===== src/rtl/muldiv_pkg.sv =====
// Shared types and constants for the multiply/divide sequencer.
package muldiv_pkg;

  typedef enum logic [2:0] {
    IDLE,
    MULT_RUN,
    DIV_RUN,
    WRITEBACK,
    DZERO
  } muldiv_state_e;

  // MultDiv result mux: multiplier HI/LO or divider remainder/quotient
  localparam logic SEL_MULT = 1'b0;
  localparam logic SEL_DIV  = 1'b1;

  localparam int DEF_DATA_W      = 32;
  localparam int DEF_MULT_CYCLES = 32;
  localparam int DEF_DIV_CYCLES  = 32;
  localparam int DEF_CNT_W       = 6;

endpackage


===== src/rtl/muldiv_sequencer_if.sv =====
// Control-side bundle between the main FSM and the multiply/divide sequencer.
interface muldiv_sequencer_if #(
  parameter int DATA_W = 32
);

  logic              start_mult;
  logic              start_div;
  logic              abort;
  logic [DATA_W-1:0] op_a;
  logic [DATA_W-1:0] op_b;
  logic              mult_op;
  logic              div_op;
  logic              mult_div_sel;
  logic              hilo_write;
  logic              busy;
  logic              done;
  logic              div_zero;

  modport master (
    output start_mult, start_div, abort, op_a, op_b,
    input  mult_op, div_op, mult_div_sel, hilo_write, busy, done, div_zero
  );

  modport slave (
    input  start_mult, start_div, abort, op_a, op_b,
    output mult_op, div_op, mult_div_sel, hilo_write, busy, done, div_zero
  );

endinterface


===== src/rtl/muldiv_cycle_counter.sv =====
// Loadable down-counter timing out the multiply/divide unit latency.
module muldiv_cycle_counter #(
  parameter int CNT_W = 6
) (
  input  logic             clk,
  input  logic             reset,
  input  logic             load,
  input  logic [CNT_W-1:0] load_val,
  input  logic             dec,
  input  logic             clear,
  output logic             last
);

  logic [CNT_W-1:0] cnt_q;
  logic [CNT_W-1:0] cnt_d;

  // Stops at zero so a stray dec can never wrap it
  always_comb begin
    cnt_d = cnt_q;
    if (clear) begin
      cnt_d = '0;
    end else if (load) begin
      cnt_d = load_val;
    end else if (dec && (cnt_q != '0)) begin
      cnt_d = cnt_q - 1'b1;
    end
  end

  always_ff @(posedge clk or negedge reset) begin
    if (!reset) begin
      cnt_q <= '0;
    end else begin
      cnt_q <= cnt_d;
    end
  end

  assign last = (cnt_q == CNT_W'(1));

endmodule


===== src/rtl/muldiv_sequencer.sv =====
// Sequencer for the multiply/divide units and HI/LO write-back.
// Optional MULDIV_EARLY_OUT_EN: zero operands finish after a single run cycle.
module muldiv_sequencer
  import muldiv_pkg::*;
#(
  parameter int DATA_W      = DEF_DATA_W,
  parameter int MULT_CYCLES = DEF_MULT_CYCLES,
  parameter int DIV_CYCLES  = DEF_DIV_CYCLES,
  parameter int CNT_W       = DEF_CNT_W
) (
  input  logic                clk,
  input  logic                reset,
  muldiv_sequencer_if.slave   bus
);

  localparam logic [CNT_W-1:0]  MULT_LOAD = CNT_W'(MULT_CYCLES);
  localparam logic [CNT_W-1:0]  DIV_LOAD  = CNT_W'(DIV_CYCLES);
  localparam logic [DATA_W-1:0] ZERO_WORD = '0;

  muldiv_state_e state_q, state_d;
  logic mult_op_q, mult_op_d;
  logic div_op_q, div_op_d;
  logic sel_q, sel_d;
  logic hilo_write_q, hilo_write_d;
  logic busy_q, busy_d;
  logic done_q, done_d;
  logic div_zero_q, div_zero_d;

  logic             cnt_load;
  logic             cnt_dec;
  logic             cnt_clear;
  logic             cnt_last;
  logic [CNT_W-1:0] cnt_load_val;
  logic [CNT_W-1:0] mult_load_val;
  logic [CNT_W-1:0] div_load_val;
  logic             b_zero;

  assign b_zero = (bus.op_b == ZERO_WORD);

`ifdef MULDIV_EARLY_OUT_EN
  localparam logic [CNT_W-1:0] ONE_LOAD = CNT_W'(1);
  logic a_zero;
  assign a_zero        = (bus.op_a == ZERO_WORD);
  assign mult_load_val = (a_zero || b_zero) ? ONE_LOAD : MULT_LOAD;
  assign div_load_val  = a_zero ? ONE_LOAD : DIV_LOAD;
`else
  assign mult_load_val = MULT_LOAD;
  assign div_load_val  = DIV_LOAD;
`endif

  always_comb begin
    state_d      = state_q;
    mult_op_d    = 1'b0;
    div_op_d     = 1'b0;
    sel_d        = sel_q;
    cnt_load     = 1'b0;
    cnt_load_val = mult_load_val;
    cnt_dec      = 1'b0;
    cnt_clear    = 1'b0;

    case (state_q)
      IDLE: begin
        // abort outranks a coincident start; multiply outranks divide
        if (!bus.abort) begin
          if (bus.start_mult) begin
            state_d   = MULT_RUN;
            mult_op_d = 1'b1;
            sel_d     = SEL_MULT;
            cnt_load  = 1'b1;
          end else if (bus.start_div) begin
            if (b_zero) begin
              state_d = DZERO;
            end else begin
              state_d      = DIV_RUN;
              div_op_d     = 1'b1;
              sel_d        = SEL_DIV;
              cnt_load     = 1'b1;
              cnt_load_val = div_load_val;
            end
          end
        end
      end
      MULT_RUN, DIV_RUN: begin
        if (bus.abort) begin
          state_d   = IDLE;
          cnt_clear = 1'b1;
        end else begin
          cnt_dec = 1'b1;
          if (cnt_last) begin
            state_d = WRITEBACK;
          end
        end
      end
      WRITEBACK, DZERO: begin
        state_d = IDLE;
      end
      default: begin
        state_d   = IDLE;
        cnt_clear = 1'b1;
      end
    endcase

    // Status outputs are decoded from the next state so they register alongside it
    busy_d       = (state_d != IDLE);
    hilo_write_d = (state_d == WRITEBACK);
    done_d       = (state_d == WRITEBACK);
    div_zero_d   = (state_d == DZERO);
  end

  always_ff @(posedge clk or negedge reset) begin
    if (!reset) begin
      state_q      <= IDLE;
      mult_op_q    <= 1'b0;
      div_op_q     <= 1'b0;
      sel_q        <= SEL_MULT;
      hilo_write_q <= 1'b0;
      busy_q       <= 1'b0;
      done_q       <= 1'b0;
      div_zero_q   <= 1'b0;
    end else begin
      state_q      <= state_d;
      mult_op_q    <= mult_op_d;
      div_op_q     <= div_op_d;
      sel_q        <= sel_d;
      hilo_write_q <= hilo_write_d;
      busy_q       <= busy_d;
      done_q       <= done_d;
      div_zero_q   <= div_zero_d;
    end
  end

  muldiv_cycle_counter #(
    .CNT_W (CNT_W)
  ) u_cycle_counter (
    .clk      (clk),
    .reset    (reset),
    .load     (cnt_load),
    .load_val (cnt_load_val),
    .dec      (cnt_dec),
    .clear    (cnt_clear),
    .last     (cnt_last)
  );

  assign bus.mult_op      = mult_op_q;
  assign bus.div_op       = div_op_q;
  assign bus.mult_div_sel = sel_q;
  assign bus.hilo_write   = hilo_write_q;
  assign bus.busy         = busy_q;
  assign bus.done         = done_q;
  assign bus.div_zero     = div_zero_q;

endmodule


===== src/flat_wrapper.sv =====
// flat-port wrapper written by rule: the top's interface ports become plain ports
module muldiv_sequencer_flat import muldiv_pkg::*;
#(
  parameter int DATA_W      = DEF_DATA_W,
  parameter int MULT_CYCLES = DEF_MULT_CYCLES,
  parameter int DIV_CYCLES  = DEF_DIV_CYCLES,
  parameter int CNT_W       = DEF_CNT_W
)
  (clk, reset, bus_start_mult, bus_start_div, bus_abort, bus_op_a, bus_op_b, bus_mult_op, bus_div_op, bus_mult_div_sel, bus_hilo_write, bus_busy, bus_done, bus_div_zero);
  muldiv_sequencer_if #(.DATA_W(DATA_W)) bus_i ();
  input  logic clk;
  input  logic reset;
  input wire logic [$bits(bus_i.start_mult)-1:0] bus_start_mult;
  input wire logic [$bits(bus_i.start_div)-1:0] bus_start_div;
  input wire logic [$bits(bus_i.abort)-1:0] bus_abort;
  input wire logic [$bits(bus_i.op_a)-1:0] bus_op_a;
  input wire logic [$bits(bus_i.op_b)-1:0] bus_op_b;
  output wire logic [$bits(bus_i.mult_op)-1:0] bus_mult_op;
  output wire logic [$bits(bus_i.div_op)-1:0] bus_div_op;
  output wire logic [$bits(bus_i.mult_div_sel)-1:0] bus_mult_div_sel;
  output wire logic [$bits(bus_i.hilo_write)-1:0] bus_hilo_write;
  output wire logic [$bits(bus_i.busy)-1:0] bus_busy;
  output wire logic [$bits(bus_i.done)-1:0] bus_done;
  output wire logic [$bits(bus_i.div_zero)-1:0] bus_div_zero;
  assign bus_i.start_mult = bus_start_mult;
  assign bus_i.start_div = bus_start_div;
  assign bus_i.abort = bus_abort;
  assign bus_i.op_a = bus_op_a;
  assign bus_i.op_b = bus_op_b;
  assign bus_mult_op = bus_i.mult_op;
  assign bus_div_op = bus_i.div_op;
  assign bus_mult_div_sel = bus_i.mult_div_sel;
  assign bus_hilo_write = bus_i.hilo_write;
  assign bus_busy = bus_i.busy;
  assign bus_done = bus_i.done;
  assign bus_div_zero = bus_i.div_zero;
  muldiv_sequencer #(.DATA_W(DATA_W), .MULT_CYCLES(MULT_CYCLES), .DIV_CYCLES(DIV_CYCLES), .CNT_W(CNT_W)) u_core (.clk(clk), .reset(reset), .bus(bus_i));
endmodule

===== config.mk =====
export PLATFORM = sky130hd
export DESIGN_NAME = muldiv_sequencer_flat
export DESIGN_NICKNAME = d
export VERILOG_FILES = /design/src/rtl/muldiv_pkg.sv /design/src/rtl/muldiv_sequencer_if.sv /design/src/rtl/muldiv_cycle_counter.sv /design/src/rtl/muldiv_sequencer.sv /design/src/flat_wrapper.sv
export SDC_FILE = /design/constraint.sdc
export NUM_CORES = 1
export LEC_CHECK = 0
export CAP_MARGIN = 20
export CORE_MARGIN = 2
export CORE_UTILIZATION = 33
export CTS_CLUSTER_SIZE = 24
export DETAILED_ROUTE_END_ITERATION = 16
export PLACE_DENSITY = 0.86
export SKIP_LAST_GASP = 1
export SLEW_MARGIN = 5
export SYNTH_ARGS = -nofsm -noshare
export SYNTH_HDL_FRONTEND = slang
export SYNTH_SLANG_ARGS = --single-unit

===== constraint.sdc =====
create_clock -name clk -period 5 [get_ports clk]
set_clock_uncertainty 0.1 [all_clocks]
set_input_delay 1 -clock clk [delete_from_list [all_inputs] [get_ports clk]]
set_output_delay 1 -clock clk [all_outputs]
set_load 0.005 [all_outputs]

==> CHANGELOG.md, run 1 <==
## Implementation

- Critical Path Sink Type: flop
- Max-cap viol count: 0
- Post-CTS Setup Inserts: 0
- Wire length of the first global-routing pass: between 3000 and 4000 um
- Die span in x: between 50 and 60 um
- CTS tree: yes
- Count of tool warnings: ~60
- Max frequency: between 300 and 400 MHz
- Num Clock Sinks: 15
- Final Cell Area: around 0.0013 sq mm
- Top cells by count, synth: 15 x dfrtp_1, 9 x nor4_1, 8 x nand2_1
- MUX area fraction: 0.0118
- Worst path max stage delay: around 0.49 ns
- Post-route ant nets: 0
- Synthesized registers: 15
- Share of post-route cells with drive strength above 1: 0.0866
- Core Area: 0.00245 sq mm
- Routed len/inst: approximately 12 um
- Hold depth: 1
- Slew at the pin with the worst max-slew slack: roughly 0.66 ns
- Mapped cell area: between 800 and 900 sq um
- Via count: just over 800
- Largest registers: u_core.u_cycle_counter.cnt_q: 6 flops, u_core.state_q: 3 flops
- Top-count cell post-synth: dfrtp_1
- Final cell count without fillers: 157
- DP HPWL: approximately 1700 um
- Setup slack, reg-to-reg: around 3.0 ns
- Mapped Cells: 83
- Max FFs per register: 6
- Main logic family: simple AND/OR/NAND/NOR gates
- Area after DPL: ~0.0013 sq mm
- Simple-Gate Area Share: 0.279
- Arrival time at the worst endpoint: about 2.6 ns
- Placed cell count: 153
- Critical Path End: u_core.u_cycle_counter.cnt_q[0]$_DFFE_PN0P_
- Worst r2r dst: u_core.u_cycle_counter.cnt_q[4]$_DFFE_PN0P_
- Max-slew violations: 0
- Adder Area Share: 0.0442
- Synth area leader: dfrtp_1
- TritonRoute pass-1 iters: 4
- Clock insertion delay at the later pin of the skew report: ~0.28 ns
- Ant diodes: 0
- Worst slew margin: 0.557
- LEAKAGE: ~0.53 nW
- Hold_ws: about 0.43 ns
- Most numerous logic cell after layout: clkdlybuf4s50_1
- CP required: just over 5 ns
- Hold Startpoint: u_core.bus.mult_div_sel$_DFFE_PN0P_
- Row count: 18
- Post-synthesis compound-gate area fraction: 0.119
- CP Class: in -> reg
- Initial antenna violation count: 0
- Top cell area share: 0.442
- Ys cells: 83
- Slowest library cell on the worst path: clkdlybuf4s50_1
- Design Power: approximately 0.44 mW
- CTS Buf Count: 3
- Sum of buffers and inverters on the critical path: 1
- Largest net degree at the start of global routing: 16
- Via density per instance: between 5 and 6
- Seq share, synth: 0.442
- Flip-flops with a built-in enable: 0
- Crit path from: bus_abort
- Crit-path max FO: 6
- Crit path depth: 5
- DR iter-0 viols: 7
- Max VDD drop: about 0.00017 V
- Hold Buf Count CTS: 0
- CP top delay family: simple AND/OR/NAND/NOR gates
- Tmin final: 2.59 ns
- Setup TNS: 0 ns
- Nets: roughly 200
- CTS max path bufs: 2
- Endpoints failing setup: 0
- Total Routing Usage GR: 0.152
- Most frequent cells in the layout: 43 x clkdlybuf4s50_1, 15 x dfrtp_1, 9 x nor4_1
- Core utilization at floorplan: 0.346
- Status: completed
- Distinct cell type count of the synthesized netlist: 34
- IO buf count: approximately 43
- Setup ws final: 2.41 ns
- Ys async rst share: 1.00
- Vias in the first global route: 814
- Cts repair resizes: 0
- Reg2reg path depth: 6
- Clk slew on worst S/H paths: 0.09 ns
- Synthesis area per yosys: ~850 sq um
- Net Count, Synth: 155
- Crit path cell chain: clkdlybuf4s50_1, nor4_1, nand2_1, o211ai_1, o21ai_0
- Synth area leaders: dfrtp_1 44%, nor4_1 6.6%, ha_1 4.4%, nor4_2 4.4%, nand2_1 3.5%
==> run 1: per-layer routing <==
metal  part of all wire  vias up  wire (um)  global-route usage
met5                  0        -          0                   0
met4              0.013        0         26              0.0625
met3              0.081        4        158              0.0383
met2               0.51       42        998               0.276
met1               0.39      368        758               0.167
li1                   -      392          -                   -
==> run 1: power breakdown <==
group | internal [mW] | switching, mW
clock | 0.0310 | 0.0395
combinational | 0.101 | 0.0768
sequential | 0.154 | 0.0418
==> run 1: cell type report <==
cell class,count,area [sq um]
fill,226,1140
timing repair buffer,43,430
multi-input combinational,59,420
sequential,15,375
tap,30,37.5
clock buffer,4,26.3
inverter,6,22.5
==> run_1/registers.png <==
Scale: 6 px per um. Other sequential cells in the stronger gray, the rest of the logic in the fainter gray.
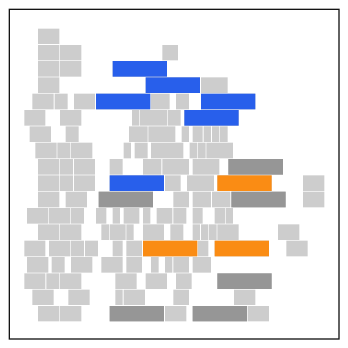
u_core.state_q -> orange  # placed flops 3
u_core.u_cycle_counter.cnt_q -> blue  # placed flops 6, where top center
not colored = 6
sequential share of cell area: 0.286
Finished Core Util: 0.535

==> run_1/drive_strength.png <==
Scale: 8 px per um.
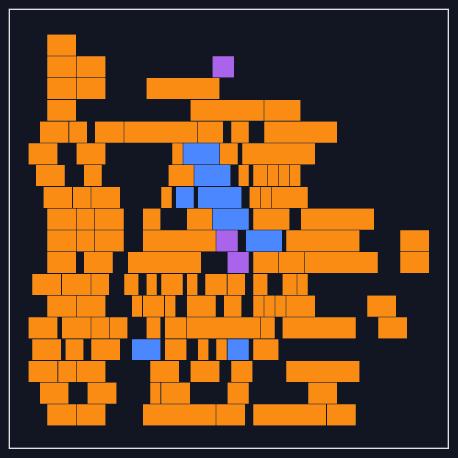
drive 1 or less -> orange  # cells 116, share 91%, most used clkdlybuf4s50_1
drive 3 to 4 -> purple  # cells 3, share 2.4%, most used clkbuf_4
drive 2 -> blue  # cells 8, share 6.3%, most used nor4_2
Buffers excl. clock: 43
Layout area overhead: 54.7%

==> run_1/final_congestion.png <==
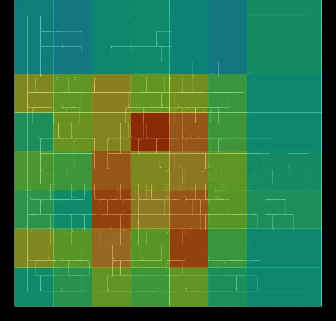
grt peak-use layer: met2
global routing usage on met2: 0.276

==> run_1/zoom.png <==
Window x 15 to 40, y 15 to 40 um. Cells in gray, sequential cells in the stronger gray; small squares are vias.
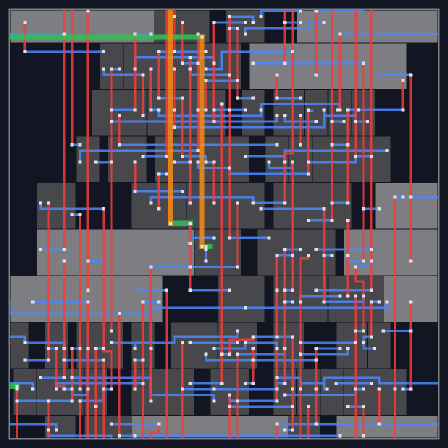
met3 -> green
met4 -> orange
met1 -> blue
met2 -> red
sequential cells in the window = 6
cells with their middle in the window = 51
most frequent = nand2_1 (8), dfrtp_1 (6)
netlist names of flops here include = u_core.u_cycle_counter.cnt_q (4)

==> run_1/met2.png <==
Scale: 6 px per um.
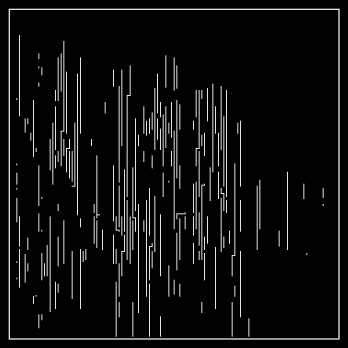

--- run 2 (diff from run 1) ---
--- a/config.mk
+++ b/config.mk
@@ -7,10 +7,10 @@
 export LEC_CHECK = 0
 export CAP_MARGIN = 20
 export CORE_MARGIN = 2
-export CORE_UTILIZATION = 33
+export CORE_UTILIZATION = 28
 export CTS_CLUSTER_SIZE = 24
 export DETAILED_ROUTE_END_ITERATION = 16
-export PLACE_DENSITY = 0.86
+export PLACE_DENSITY = 0.78
 export SKIP_LAST_GASP = 1
 export SLEW_MARGIN = 5
 export SYNTH_ARGS = -nofsm -noshare
==> constraint.sdc (replaced) <==
create_clock -name clk -period 2.09 [get_ports clk]
set_clock_uncertainty 0.1 [all_clocks]
set_input_delay 0.418 -clock clk [delete_from_list [all_inputs] [get_ports clk]]
set_output_delay 0.418 -clock clk [all_outputs]
set_load 0.005 [all_outputs]
==> run_2/met2.png <==
Scale: 6 px per um.
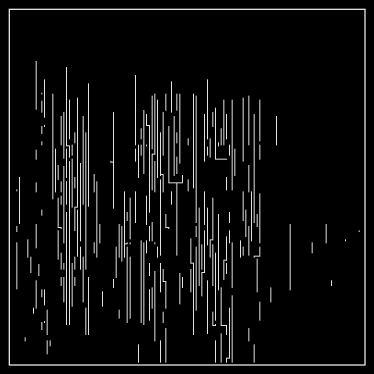
wire length on this layer = 1180 um
nets with wire on the layer = 155
main direction = vertical
global routing usage on met2: 0.268
via count: 847
final wirelength: 2140 um

==> run_2/drive_strength.png <==
Scale: 8 px per um.
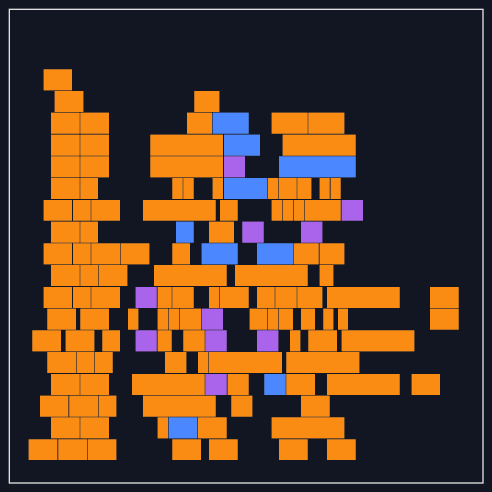
drive 1 or less -> orange  # cells 115, share 86%, most used clkdlybuf4s50_1
drive 2 -> blue  # cells 9, share 6.7%, most used nor4_2
drive 3 to 4 -> purple  # cells 10, share 7.5%, most used buf_4

==> CHANGELOG.md, run 2 <==
## Implementation

- Die ar.: about 0.0035 sq mm
- Die H: about 59 um
- Largest registers: u_core.u_cycle_counter.cnt_q: 6 flops, u_core.state_q: 3 flops
- Endpoints failing setup: 0
- Adder Area Share: 0.0442
- MUX area fraction: 0.0118
- CTS H-Tree Depth: 1
- Clock power frac: 0.145
- Worst slew margin: 0.567
- Top cell area share: 0.442
- Design Power: approximately 1.1 mW
- Critical Path Sink Type: flop
- Clock insertion delay at the later pin of the skew report: 0.28 ns
- PD cells: roughly 800 mW/mm^2
- Finished Core Util: 0.483
- Setup slack, reg-to-reg: ~0.13 ns
- Gr ovfl total: 0
- Top cells by count, synth: 15 x dfrtp_1, 9 x nor4_1, 8 x nand2_1
- Flip-flops with a built-in enable: 0
- Worst slack, placed: -0.150 ns
- Hold Startpoint: u_core.bus.mult_div_sel$_DFFE_PN0P_
- Critical Path End: u_core.u_cycle_counter.cnt_q[4]$_DFFE_PN0P_
- Main logic family: simple AND/OR/NAND/NOR gates
- Clock Tree Root: clkbuf_4
- Crit path from: u_core.state_q[1]$_DFF_PN0_
- Most frequent cells in the layout: 43 x clkdlybuf4s50_1, 14 x dfrtp_1, 9 x nor4_1
- Min-delay worst type: reg -> reg
- Post-synthesis compound-gate area fraction: 0.119
- Met3 wire len: 195 um
- Biggest register: u_core.u_cycle_counter.cnt_q
- Placer Congestion: 0.710
- RSZ-0062 raised after global routing: no
- Setup crit start kind: flop
- Synth area leader: dfrtp_1
- Final worst-path cycle share: 0.937
- Total Routing Usage GR: 0.138
- CTS Buf Count: 3
- Setup TNS: 0 ns
- Wire length of the first global-routing pass: about 3500 um
- Die span in x: ~60 um
- Hold depth: 1
- Row count: 19
- Tmin final: 1.96 ns
- Buffering overhead: 0.353
- Core utilization at floorplan: 0.300
- Max-area cell class: buffers
- Status: completed
- CTS tree: yes
- Setup ws final: 0.132 ns
- Max-cap viol count: 0
- Worst r2r dst: u_core.u_cycle_counter.cnt_q[4]$_DFFE_PN0P_
- Hold_ws: roughly 0.4 ns
- CP Class: reg -> reg
- Register area: between 300 and 400 sq um
- Buffers excl. clock: 50
- Ys cells: about 83
- Crit-path max FO: 8
- CP required: around 2.2 ns
- IO buf count: about 43
- Post-route ant nets: 0
- Ant diodes: 0
- Distinct cell type count of the synthesized netlist: 34
- Max frequency: slightly above 500 MHz
- Nets: between 200 and 250
- Hold Fails Final Rpt: 0
- Synth Warn #: 0
- Internal: around 0.7 mW
- # DRC: 0
- Met1 usage: 0.136
- Share of post-route cells with drive strength above 1: 0.142
- Net Count, Synth: ~160
- Count of tool warnings: 60
- Hold Buf Count CTS: 0
- Vias in the first global route: slightly below 900
- WL met1: 747 um
- GRT met3 Usage: 0.0284
- Filler instances: ~280
- Final Cell Area: approximately 0.0014 sq mm
- Net Switching: ~0.38 mW
- Logic area: roughly 420 sq um
- Via density per instance: slightly above 5
- Switching Share: 0.348
- Number of logic gates: 59
- Arrival time at the worst endpoint: roughly 2.0 ns
- DR iter-0 viols: 12
- Largest net degree at the start of global routing: 16
- Placed cell count: around 160
- Simple-Gate Area Share: 0.279
- Multi-input combinational area share: 0.307
- LEAKAGE: roughly 0.57 nW
- Routed len/inst: around 13 um
- Combinational share of power: 0.438
- Seq share, synth: 0.442
- Flops: 15
- Main flop type: dfrtp_1
- Initial antenna violation count: 0
- Slew at the pin with the worst max-slew slack: about 0.65 ns
- Met2 routed WL: around 1200 um
- Sequential share of cell area: 0.275
- DP HPWL: around 1800 um
- Max Used Layer: met4
- Synthesized registers: 15
- Xor/xnor share: 0.0413
- TritonRoute pass-1 iters: 4
- Num Clock Sinks: 15
- Top-count cell post-synth: dfrtp_1
- Mapped cell area: ~850 sq um
- Mapped Cells: approximately 83
- Ports: ~76
- Max FFs per register: 6
- Synth area leaders: dfrtp_1 44%, nor4_1 6.6%, ha_1 4.4%, nor4_2 4.4%, nand2_1 3.5%
- Clkbuf count: 4
- TAP cells: 31
- Clk slew on worst S/H paths: ~0.09 ns
- Number of non-clock inverters: 6
- Max VDD drop: 0.000281 V
- Ys async rst share: 1.00
- CTS max path bufs: 2
- Reg2reg path depth: 5
- Max-slew violations: 0
- Hold Path Sink: u_core.bus.mult_div_sel$_DFFE_PN0P_
- Seq pwr share: 0.417
- FF-to-FF Start: u_core.state_q[1]$_DFF_PN0_
- Final cell count without fillers: 165
- Grt peak-use layer: met2
- Layout area overhead: 61.2%
- Most numerous logic cell after layout: clkdlybuf4s50_1
- Clock buf/inv share: 0.0192
- Synthesis area per yosys: 848 sq um
- Area after DPL: roughly 0.0013 sq mm
- Core Area: around 0.0028 sq mm
- Synth Area per Inst: 10.2 sq um
-- run 2: repair_timing --
action / in CTS / in global routing
resized: 0 / 1
setup buffers: 0 / 1
setup endpoints to repair: 0 / 2
-- run 2: power by group through the flow --
stage	combinational, mW	sequential (mW)	clock, mW
global placement	0.452	0.452	0
finish	0.480	0.458	0.160
floorplan	0.292	0.447	0
detailed placement	0.478	0.458	0
global route	0.541	0.472	0.184
CTS	0.484	0.454	0.166
-- run 2: kinds of logic after synthesis --
family / Yosys count
mux: 1
compound gates: 14
flops: 15
xor+xnor: 4
buf+inv: 9
simple gates: 37
fa+ha+maj: 3
-- run 2: critical path, stage by stage, from the launching register on --
cell and delay, ns:
dfrtp_1 0.47, xnor2_1 0.19, a2111o_2 0.53, nor4b_2 0.32, xnor2_1 0.19, nor2_2 0.05
==> run_2/registers.png <==
Scale: 6 px per um. Other sequential cells in the stronger gray, the rest of the logic in the fainter gray.
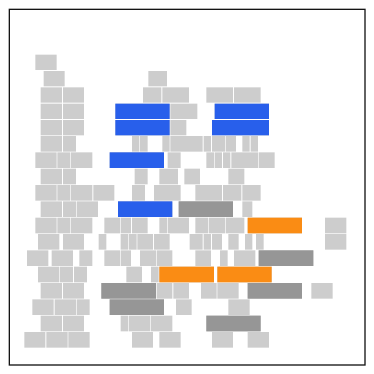

--- run 3 (diff from run 2) ---
--- a/config.mk
+++ b/config.mk
@@ -7,10 +7,10 @@
 export LEC_CHECK = 0
 export CAP_MARGIN = 20
 export CORE_MARGIN = 2
-export CORE_UTILIZATION = 28
+export CORE_UTILIZATION = 31
 export CTS_CLUSTER_SIZE = 24
 export DETAILED_ROUTE_END_ITERATION = 16
-export PLACE_DENSITY = 0.78
+export PLACE_DENSITY = 0.81
 export SKIP_LAST_GASP = 1
 export SLEW_MARGIN = 5
 export SYNTH_ARGS = -nofsm -noshare
==> constraint.sdc (replaced) <==
create_clock -name clk -period 1.82 [get_ports clk]
set_clock_uncertainty 0.1 [all_clocks]
set_input_delay 0.364 -clock clk [delete_from_list [all_inputs] [get_ports clk]]
set_output_delay 0.364 -clock clk [all_outputs]
set_load 0.005 [all_outputs]
==> run_3/registers.png <==
Scale: 6 px per um. Other sequential cells in the stronger gray, the rest of the logic in the fainter gray.
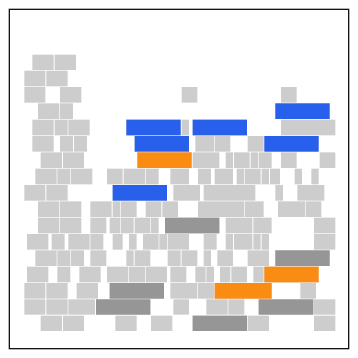
u_core.u_cycle_counter.cnt_q -> blue  # placed flops 6
u_core.state_q -> orange  # placed flops 3

==> run_3/drive_strength.png <==
Scale: 8 px per um.
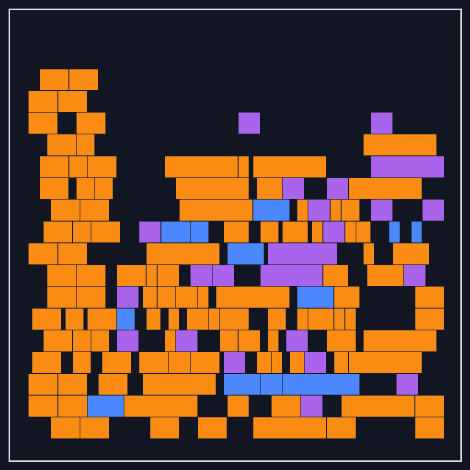
Final Cell Area: 0.00149 sq mm
Layout area overhead: 75.1%
Buffers excl. clock: 60

==> CHANGELOG.md, run 3 <==
## Implementation

- MUX area fraction: 0.0118
- Synth area leader: dfrtp_1
- Placed cell count: around 170
- Clock power frac: 0.132
- Combinational share of power: 0.500
- Synth Area per Inst: 10.2 sq um
- FF-to-FF Start: u_core.u_cycle_counter.cnt_q[1]$_DFFE_PN0P_
- Met2 routed WL: a little under 1000 um
- Initial antenna violation count: 0
- Gr ovfl total: 0
- Ys async rst share: 1.00
- Crit path cell chain: inv_2, ha_4, a2111o_2, nor4_4, mux2i_1, a21o_1
- Top-count cell post-synth: dfrtp_1
- Die span in x: ~56 um
- Routed len/inst: about 12 um
- Clock insertion delay at the later pin of the skew report: 0.28 ns
- Sum of buffers and inverters on the critical path: 1
- Grt peak-use layer: met2
- CTS H-Tree Depth: 1
- Placer Congestion: 0.767
- Critical Path End: u_core.u_cycle_counter.cnt_q[5]$_DFFE_PN0P_
- Met1 usage: 0.154
- Max-slew violations: 0
- Biggest register: u_core.u_cycle_counter.cnt_q
- CP required: 1.95 ns
- Most frequent cells in the layout: 43 x clkdlybuf4s50_1, 17 x buf_4, 14 x dfrtp_1
- Via density per instance: approximately 5
- DR iter-0 viols: 14
- Vias in the first global route: around 840
- Critical Path Sink Type: flop
- Endpoints failing setup: 0
- Ant diodes: 0
- Clock group: 0.187 mW
- Final wirelength: between 2000 and 2500 um
- Most numerous logic cell after layout: clkdlybuf4s50_1
- Seq share, synth: 0.442
- WL met1: just under 900 um
- Final cell count without fillers: between 150 and 200
- Reg2reg path depth: 6
- Tmin final: about 1.8 ns
- Top cell area share: 0.442
- Design Power: around 1.4 mW
- Crit path depth: 6
- Min-delay worst type: in -> async
- Post-CTS Setup Inserts: 1
- Area after DPL: roughly 0.0014 sq mm
- Finished Core Util: 0.584
- Nets: between 200 and 250
- Net Switching: roughly 0.50 mW
- Main logic family: simple AND/OR/NAND/NOR gates
- Via count: about 870
- Status: completed
- Setup slack, reg-to-reg: between 0.03 and 0.04 ns
- Wire length of the first global-routing pass: ~3400 um
- Worst path max stage delay: ~0.53 ns
- Ports: 76
- Setup ws final: ~0.03 ns
- Post-synthesis compound-gate area fraction: 0.119
- CTS Buf Count: 3
- CP top delay family: AND-OR/OR-AND gates
- RSZ-0062 raised after global routing: yes
- Hold Buf Count CTS: 0
- Max frequency: 559 MHz
- Main flop type: dfrtp_1
- Xor/xnor share: 0.0413
- Synthesized registers: 15
## run 3: cell types whose count changed in the layout (fill, tap and decap cells not counted), sizes merged
cell	before	now
buf	7	17
## run 3: kinds of logic after synthesis
| family | count (synthesis) |
|---|---|
| multiplexers | 1 |
| flip-flops | 15 |
| adder cells (fa/ha/maj) | 3 |
| XOR/XNOR | 4 |
| buffers and inverters | 9 |
| AND-OR/OR-AND | 14 |
| AND/OR/NAND/NOR | 37 |
## run 3: final cells by class
cell class,instances,area (sq um),area share
multi-input cells,59,464,0.313
inverters,6,22.5,0.0152
flip-flops and latches,15,377,0.254
well taps,30,37.5,0.0253
clock buffers,4,26.3,0.0177
repair buffers,60,558,0.376
No activity file was given, so power comes from the tool's default toggle rates.
